`src/rtl/bank_wr_sched_pkg.sv`:
```
// Shared constants and FSM encoding for the reference-buffer bank write scheduler,
// its read gate, the banks and the ME top.
package bank_wr_sched_pkg;

    localparam int NUM_BANK    = 4;
    localparam int SEG_LEN     = 24;
    localparam int DEPTH       = 96;
    localparam int ADDR_W      = 7;
    localparam int MAX_ROUNDS  = 4;

    localparam int BANK_W      = $clog2(NUM_BANK);
    localparam int SEG_W       = $clog2(SEG_LEN);
    localparam int ROUND_BEATS = NUM_BANK * SEG_LEN;
    localparam int JOB_W       = $clog2(MAX_ROUNDS * ROUND_BEATS);

    localparam logic [ADDR_W-1:0] DEPTH_A  = ADDR_W'(DEPTH);
    localparam logic [SEG_W-1:0]  SEG_LAST = SEG_W'(SEG_LEN - 1);

    typedef enum logic [1:0] {
        ST_IDLE = 2'd0,
        ST_LOAD = 2'd1,
        ST_FIN  = 2'd2
    } wr_state_e;

    function automatic logic [NUM_BANK-1:0] bank_onehot(input logic [BANK_W-1:0] b);
        return NUM_BANK'(1) << b;
    endfunction

    function automatic logic rounds_legal(input logic [2:0] r);
        return (r != 3'd0) && (r <= 3'(MAX_ROUNDS));
    endfunction

endpackage

```
`src/rtl/bank_rd_gate.sv`:
```
// Read admission for the reference banks: a read is granted only for an address
// that is in range and already written (or the bank has wrapped at least once).
module bank_rd_gate
    import bank_wr_sched_pkg::*;
(
    input  logic                             clk,
    input  logic                             i_srst,
    input  logic                             i_rd_req,
    input  logic [BANK_W-1:0]                i_rd_bank,
    input  logic [ADDR_W-1:0]                i_rd_addr,
    input  logic [NUM_BANK-1:0][ADDR_W-1:0]  i_wr_ptr,
    input  logic [NUM_BANK-1:0]              i_filled,
    output logic                             o_rd_grant,
    output logic [NUM_BANK-1:0]              o_rd_en,
    output logic [ADDR_W-1:0]                o_address,
    output logic                             o_rd_valid,
    output logic                             o_rd_err
);

    logic w_in_range;
    logic w_written;

    logic [NUM_BANK-1:0] r_rd_en;
    logic [ADDR_W-1:0]   r_address;
    logic                r_vld_d1;
    logic                r_rd_valid;
    logic                r_rd_err;

    // wr_ptr only counts beats that have already landed in the bank, so a beat
    // being written this cycle is not yet readable.
    assign w_in_range = i_rd_addr < DEPTH_A;
    assign w_written  = i_filled[i_rd_bank] | (i_rd_addr < i_wr_ptr[i_rd_bank]);
    assign o_rd_grant = i_rd_req & w_in_range & w_written;

    always_ff @(posedge clk) begin
        if (i_srst) begin
            r_rd_en    <= '0;
            r_address  <= '0;
            r_vld_d1   <= 1'b0;
            r_rd_valid <= 1'b0;
            r_rd_err   <= 1'b0;
        end else begin
            r_rd_en    <= o_rd_grant ? bank_onehot(i_rd_bank) : '0;
            if (o_rd_grant) begin
                r_address <= i_rd_addr;
            end
            r_vld_d1   <= o_rd_grant;
            r_rd_valid <= r_vld_d1;
            r_rd_err   <= i_rd_req & ~w_in_range;
        end
    end

    assign o_rd_en    = r_rd_en;
    assign o_address  = r_address;
    assign o_rd_valid = r_rd_valid;
    assign o_rd_err   = r_rd_err;

endmodule

```
`src/rtl/bank_wr_sched.sv`:
```
// Round-robin write scheduler filling NUM_BANK reference banks SEG_LEN beats at a
// time, with per-bank shadow write pointers feeding the read gate.
module bank_wr_sched
    import bank_wr_sched_pkg::*;
(
    input  logic                 clk,
    input  logic                 rst_n,
    input  logic                 start,
    input  logic [2:0]           cfg_rounds,
    input  logic                 in_valid,
    input  logic [63:0]          in_data,
    output logic                 in_ready,
    output logic                 beg_en,
    output logic [63:0]          ref_in,
    output logic [NUM_BANK-1:0]  bank_sel,
    input  logic                 rd_req,
    input  logic [BANK_W-1:0]    rd_bank,
    input  logic [ADDR_W-1:0]    rd_addr,
    output logic                 rd_grant,
    output logic [NUM_BANK-1:0]  rd_en,
    output logic [ADDR_W-1:0]    address,
    output logic                 rd_valid,
    output logic                 rd_err,
    output logic                 done
);

    wr_state_e r_state;
    wr_state_e w_state_next;

    logic [2:0]                      r_rounds;
    logic [JOB_W-1:0]                r_job_cnt;
    logic [SEG_W-1:0]                r_seg_cnt;
    logic [BANK_W-1:0]               r_cur_bank;
    logic [NUM_BANK-1:0][ADDR_W-1:0] r_wr_ptr;
    logic [NUM_BANK-1:0]             r_filled;
    logic                            r_beg_en;
    logic [63:0]                     r_ref_in;
    logic [NUM_BANK-1:0]             r_bank_sel;
    logic                            r_done;

    logic             w_xfer;
    logic             w_load_job;
    logic             w_last;
    logic [JOB_W-1:0] w_job_last;

    assign in_ready   = (r_state == ST_LOAD);
    assign w_xfer     = in_valid & in_ready;
    assign w_load_job = (r_state == ST_IDLE) & start & rounds_legal(cfg_rounds);
    assign w_job_last = JOB_W'(r_rounds) * JOB_W'(ROUND_BEATS) - JOB_W'(1);
    assign w_last     = w_xfer & (r_job_cnt == w_job_last);

    always_comb begin
        w_state_next = r_state;
        unique case (r_state)
            ST_IDLE: if (w_load_job) w_state_next = ST_LOAD;
            ST_LOAD: if (w_last)     w_state_next = ST_FIN;
            ST_FIN:                  w_state_next = ST_IDLE;
            default:                 w_state_next = ST_IDLE;
        endcase
    end

    always_ff @(posedge clk) begin
        if (rst_n) begin
            r_state   <= ST_IDLE;
            r_rounds  <= '0;
            r_job_cnt <= '0;
            r_done    <= 1'b0;
        end else begin
            r_state <= w_state_next;
            r_done  <= (r_state == ST_FIN);
            if (w_load_job) begin
                r_rounds  <= cfg_rounds;
                r_job_cnt <= '0;
            end else if (w_xfer) begin
                r_job_cnt <= w_last ? '0 : r_job_cnt + JOB_W'(1);
            end
        end
    end

    // Segment position and current bank persist across jobs.
    always_ff @(posedge clk) begin
        if (rst_n) begin
            r_seg_cnt  <= '0;
            r_cur_bank <= '0;
            r_beg_en   <= 1'b0;
            r_ref_in   <= '0;
            r_bank_sel <= '0;
        end else begin
            r_beg_en   <= w_xfer;
            r_bank_sel <= w_xfer ? bank_onehot(r_cur_bank) : '0;
            if (w_xfer) begin
                r_ref_in <= in_data;
                if (r_seg_cnt == SEG_LAST) begin
                    r_seg_cnt  <= '0;
                    r_cur_bank <= (r_cur_bank == BANK_W'(NUM_BANK - 1)) ? '0
                                                                       : r_cur_bank + BANK_W'(1);
                end else begin
                    r_seg_cnt <= r_seg_cnt + SEG_W'(1);
                end
            end
        end
    end

    // Shadow pointers advance when the registered write strobe reaches the bank.
    generate
        for (genvar gi = 0; gi < NUM_BANK; gi++) begin : g_bank_ptr
            always_ff @(posedge clk) begin
                if (rst_n) begin
                    r_wr_ptr[gi] <= '0;
                    r_filled[gi] <= 1'b0;
                end else if (r_beg_en && r_bank_sel[gi]) begin
                    if (r_wr_ptr[gi] == DEPTH_A - ADDR_W'(1)) begin
                        r_wr_ptr[gi] <= '0;
                        r_filled[gi] <= 1'b1;
                    end else begin
                        r_wr_ptr[gi] <= r_wr_ptr[gi] + ADDR_W'(1);
                    end
                end
            end
        end
    endgenerate

    bank_rd_gate u_rd_gate (
        .clk        (clk),
        .i_srst     (rst_n),
        .i_rd_req   (rd_req),
        .i_rd_bank  (rd_bank),
        .i_rd_addr  (rd_addr),
        .i_wr_ptr   (r_wr_ptr),
        .i_filled   (r_filled),
        .o_rd_grant (rd_grant),
        .o_rd_en    (rd_en),
        .o_address  (address),
        .o_rd_valid (rd_valid),
        .o_rd_err   (rd_err)
    );

    assign beg_en   = r_beg_en;
    assign ref_in   = r_ref_in;
    assign bank_sel = r_bank_sel;
    assign done     = r_done;

endmodule

```
`config.mk`:
```
export PLATFORM = sky130hd
export DESIGN_NAME = bank_wr_sched
export DESIGN_NICKNAME = d
export VERILOG_FILES = /design/src/rtl/bank_wr_sched_pkg.sv /design/src/rtl/bank_rd_gate.sv /design/src/rtl/bank_wr_sched.sv
export SDC_FILE = /design/constraint.sdc
export NUM_CORES = 1
export LEC_CHECK = 0
export ABC_AREA = 1
export CAP_MARGIN = 40
export CORE_UTILIZATION = 40
export DETAILED_ROUTE_END_ITERATION = 8
export DONT_BUFFER_PORTS = 1
export GPL_ROUTABILITY_DRIVEN = 0
export PLACE_DENSITY_LB_ADDON = 0.3
export SLEW_MARGIN = 20
export SYNTH_ARGS = -nofsm -noshare
export SYNTH_HDL_FRONTEND = slang
export SYNTH_SLANG_ARGS = --single-unit
```
`constraint.sdc`:
```
create_clock -name clk -period 4.05 [get_ports clk]
set_input_delay 0.81 -clock clk [delete_from_list [all_inputs] [get_ports clk]]
set_output_delay 0.81 -clock clk [all_outputs]
set_load 0.05 [all_outputs]
```
Run 1, layout detail:
Bar = 20 um. Window x 36 to 86, y 60 to 110 um. Cells in gray, sequential cells in the stronger gray; small squares are vias.
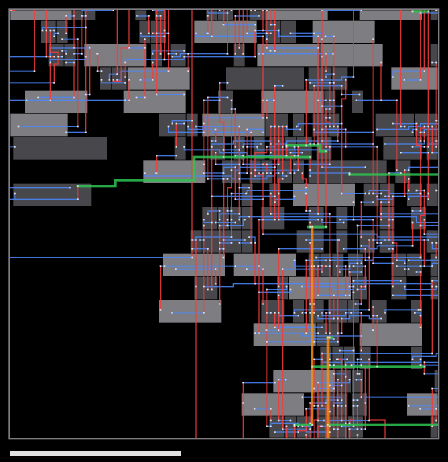
met4: shown in orange. met3: shown in green. met1: shown in blue. met2: shown in red.
Netlist names of flops here include r_wr_ptr (12), ref_in (7), r_filled (2). Sequential cells in the window: 22. 128 logic cells have their middle in the window. Most frequent: dfxtp_1 (22), nor2_1 (19), inv_1 (16).

Run 1, clock nets:
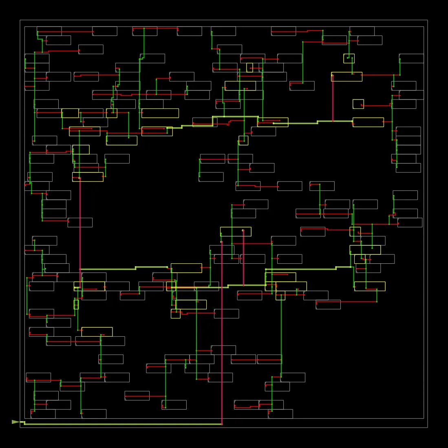
Num CTS Buffers: 17
CLK BUF: 20
Clock Latency Late Sink: 410 ps
clock skew: 12.6 ps
Flops: 137

Run 1, pin placement:
Bar = 20 um. Pins as bars across the die edge, other pins in gray.
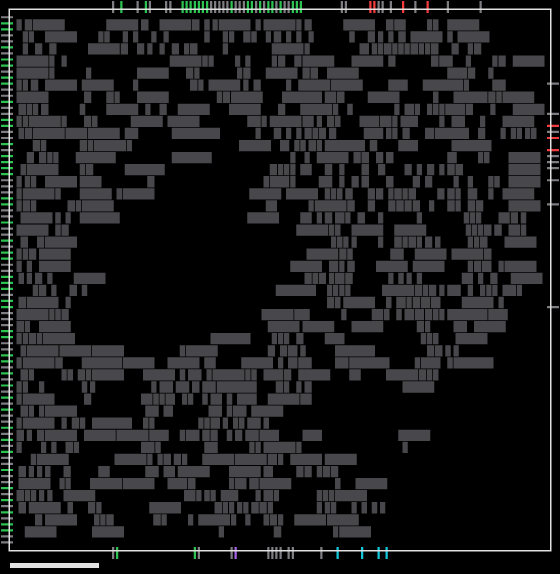
ref_in: shown in green, pins 64, direction output, edge 43 west, 19 north, 2 south. bank_sel: shown in cyan, pins 4, direction output, edge south. rd_addr: shown in red, pins 7, direction input, edge 4 north, 3 east. in_ready: shown in purple, pins 1, direction output, edge south.
All pins by edge: 88 west, 49 north, 17 south, 12 east.

Run 1, M1 wires:
Bar = 20 um.
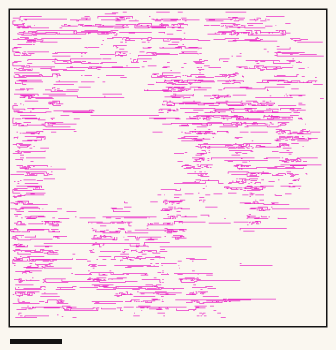
The wires run mostly horizontal. The longest straight run is 36.8 um. The layer holds 43% of the routed length. 774 nets have wire on it.

==> flow_metrics.env, run 1 <==
# source this file to load flow results
export IMPL_place_inst=906
export IMPL_place_area_sq_um=5850
export IMPL_ys_cells=753
export IMPL_endpoint_kind="output pin"
export IMPL_hold_class="flip-flop to flip-flop"
export IMPL_synth_edff_count=0
export IMPL_holdPathStages=2
export IMPL_synthAoiAreaFrac_pct=13.7
export IMPL_finalPower_w=0.00329
export IMPL_dp_slack_ps=672
export IMPL_cp_depth=11
export IMPL_slew_violations=0
export IMPL_reg2regPathDepth=10
export IMPL_intPower_w=0.00235
export IMPL_top_cell_area_share_pct=47.9
export IMPL_top_layer="met4"
export IMPL_antenna_found_initial=0
export IMPL_rsz0062_at_grt="false"
export IMPL_layout_drive_gt1_share_pct=6.73
export IMPL_drtAntennaViolNets=0
export IMPL_finalInstanceArea_sq_um=6430
export IMPL_ff_type="dfxtp_1"
export IMPL_worstPathRequired_ps=3240
export IMPL_die_h_um=122
export IMPL_setup_viol=0
export IMPL_postCtsSetupBuffers=0
export IMPL_max_stage_delay_ps=410
export IMPL_met1_length_um=5580
export IMPL_dieArea_sq_um=14800
export IMPL_outcome="completed"
export IMPL_ys_warn_count=0
export IMPL_post_route_period_util_pct=83.6
export IMPL_postCtsResizedCells=0
export IMPL_area_leaders="dfxtp_1 48%, nor2_1 13%, o21ai_0 7.9%"
export IMPL_slew_limit_headroom_pct=57.1
export IMPL_grtUsageMet3_pct=6.51
export IMPL_io_buffer_count=0
export IMPL_grt_total_usage_pct=17.8
export IMPL_clkSinkCount=137
export IMPL_critPathMostFrequentCell="a21oi_1"
export IMPL_routed_wl_um=13000
export IMPL_largest_reg_flops=64
export IMPL_syn_area_per_cell_sq_um=7.61
export IMPL_design_core_area_sq_um=13900
export IMPL_crit_path_start_kind="flip-flop"
export IMPL_cp_slowest_cell="dfxtp_1"
export IMPL_grt_busiest_layer="met2"
export IMPL_io_pins=166
export IMPL_synthAdderAreaFrac_pct=3.63
export IMPL_r2r_setup_slack_ps=1890
export IMPL_fin_setup_tns_ps=0
export IMPL_syn2layout_area_growth_pct=12.2
export IMPL_final_core_util_pct=46.1
export IMPL_grt_pass1_vias=4552
export IMPL_synth_most_common_cell="nor2_1"
export IMPL_hold_end="u_rd_gate.o_rd_valid"
export IMPL_worst_hold_slack_ps=406
export IMPL_tool_warnings=27
export IMPL_grt_max_degree=73
export IMPL_setup_ws_ps=664
export IMPL_pwr_share_seq_pct=49.2
export IMPL_comb_power_share_pct=5.9
export IMPL_clk_path_buf_depth=2
export IMPL_lay_top_cells="198 x nor2_1, 137 x dfxtp_1, 90 x o21ai_0"
export IMPL_ys_sh_xor_pct=2.60
[run 1: cell type report]
| type | count | area (sq um) | share of cell area, % |
|---|---|---|---|
| sequential | 137 | 2740 | 42.7 |
| multi-input combinational | 511 | 2540 | 39.6 |
| clock buffer | 20 | 457 | 7.11 |
| inverter | 73 | 279 | 4.34 |
| tap | 180 | 225 | 3.50 |
| clock inverter | 12 | 118 | 1.83 |
| timing repair buffer | 5 | 62.6 | 0.974 |
[run 1: power groups by stage]
stage | Combinational, W | Sequential [W] | Clock (W)
finish | 0.000193 | 0.00162 | 0.00148
detailed placement | 0.000195 | 0.00165 | 0
global placement | 0.000182 | 0.00165 | 0
floorplan | 0.000174 | 0.00164 | 0
global route | 0.000222 | 0.00163 | 0.00158
CTS | 0.000195 | 0.00162 | 0.00152
==> inputs of run 2 (changes only) <==
Clock period 4.05 ns to 3 ns, I/O delays scaled along.
Run 2, clock nets:
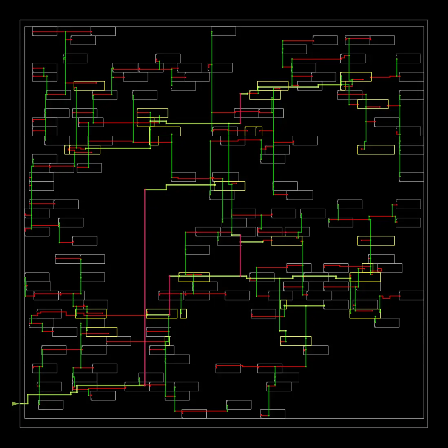
CLK BUF: 21
clock skew: 7.64 ps

Run 2, M1 wires:
Bar = 20 um.
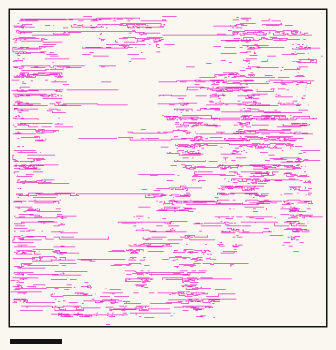
The wires run mostly horizontal. The layer carries 5650 um of wire. The layer holds 42% of the routed length.
Vias: 4789
met1 Usage GRT: 20.9%
drt total wl: 13400 um

==> flow_metrics.env, run 2 <==
# source this file to load flow results
export IMPL_clkCellAreaFrac_pct=8.61
export IMPL_met1_length_um=5650
export IMPL_buffers=6
export IMPL_worstPathRequired_ps=2400
export IMPL_p_seq_w=0.00219
export IMPL_slew_limit_headroom_pct=57.2
export IMPL_die_h_um=122
export IMPL_holdPathStages=1
export IMPL_taps=180
export IMPL_worst_hold_slack_ps=264
export IMPL_r2r_setup_slack_ps=850
export IMPL_largest_reg_flops=64
export IMPL_intPower_w=0.00321
export IMPL_seq_area_share_pct=42.9
export IMPL_antenna_found_initial=0
export IMPL_post_route_period_util_pct=95.2
export IMPL_cts_made_buffers=17
export IMPL_outcome="completed"
export IMPL_ys_warn_count=0
export IMPL_grt_busiest_layer="met2"
export IMPL_top_layer="met4"
export IMPL_tool_warnings=27
export IMPL_dieArea_sq_um=14800
export IMPL_comb_area_share_pct=39.8
export IMPL_syn2layout_area_growth_pct=11.7
export IMPL_area_leaders="dfxtp_1 48%, nor2_1 13%, o21ai_0 7.9%"
export IMPL_syn_area_per_cell_sq_um=7.61
export IMPL_top_cell_area_share_pct=47.9
export IMPL_layout_drive_gt1_share_pct=6.88
export IMPL_finalPower_w=0.00442
export IMPL_buf_share_pct=0.704
export IMPL_inv_count=73
export IMPL_clk_path_buf_depth=2
export IMPL_hold_class="input port to flip-flop"
export IMPL_ys_sh_xor_pct=2.60
export IMPL_dominant_cells="flip-flops and latches"
export IMPL_setup_viol=0
export IMPL_p_clk_w=0.00197
export IMPL_slew_violations=0
export IMPL_clkSinkCount=137
export IMPL_fin_setup_tns_ps=0
export IMPL_dp_slack_ps=373
export IMPL_io_pins=166
export IMPL_rsz0062_at_grt="false"
export IMPL_comb_area_sq_um=2550
export IMPL_ys_cells=753
export IMPL_setup_ws_ps=145
export IMPL_grt_pass1_vias=4604
export IMPL_grt_total_usage_pct=18.6
export IMPL_synthAoiAreaFrac_pct=13.7
export IMPL_max_cap_violations=0
export IMPL_seq_cells=137
export IMPL_endpoint_kind="output pin"
export IMPL_synth_edff_count=0
export IMPL_crit_path_start_kind="flip-flop"
export IMPL_grt_max_degree=68
export IMPL_pwr_share_seq_pct=49.5
export IMPL_grtUsageMet3_pct=7.96
export IMPL_logic_gates=511
export IMPL_flop_area_sq_um=2750
export IMPL_hold_end="done"
export IMPL_clock_latency_ps=410
export IMPL_lay_top_cells="198 x nor2_1, 134 x dfxtp_1, 86 x o21ai_0"
export IMPL_synth_most_common_cell="nor2_1"
export IMPL_reg2regPathDepth=10
export IMPL_powerComb_w=0.000264
export IMPL_drtAntennaViolNets=0
export IMPL_io_buffer_count=0
export IMPL_comb_power_share_pct=6.0
==> run 2: metrics by stage <==
stage | cells | util, % | instance area, sq um
6_report | 936 | 45.9 | 6400
5_1_grt | 936 | 45.9 | 6400
4_1_cts | 936 | 45.9 | 6390
3_5_place_dp | 907 | 41.9 | 5840
3_3_place_gp | 907 | 41.9 | 5840
2_1_floorplan | 753 | - | 5740
==> run 2: critical path, cell delays in order, from the launching register on <==
cell        delay [ps]
dfxtp_2            340
inv_1               80
o21ai_1            140
a21oi_1             90
ha_1               320
a21oi_1            150
nor2_1              60
a211oi_2           210
nand2_2             90
nand2_4             60
nand2_1            100
clkinvlp_4         220
==> run 2: timing repair <==
item | CTS | global route
endpoints found under the setup margin | 0 | 1
resized | 0 | 7
hold endpoints to repair | 0 | 0
No activity file was given, so power comes from the tool's default toggle rates.
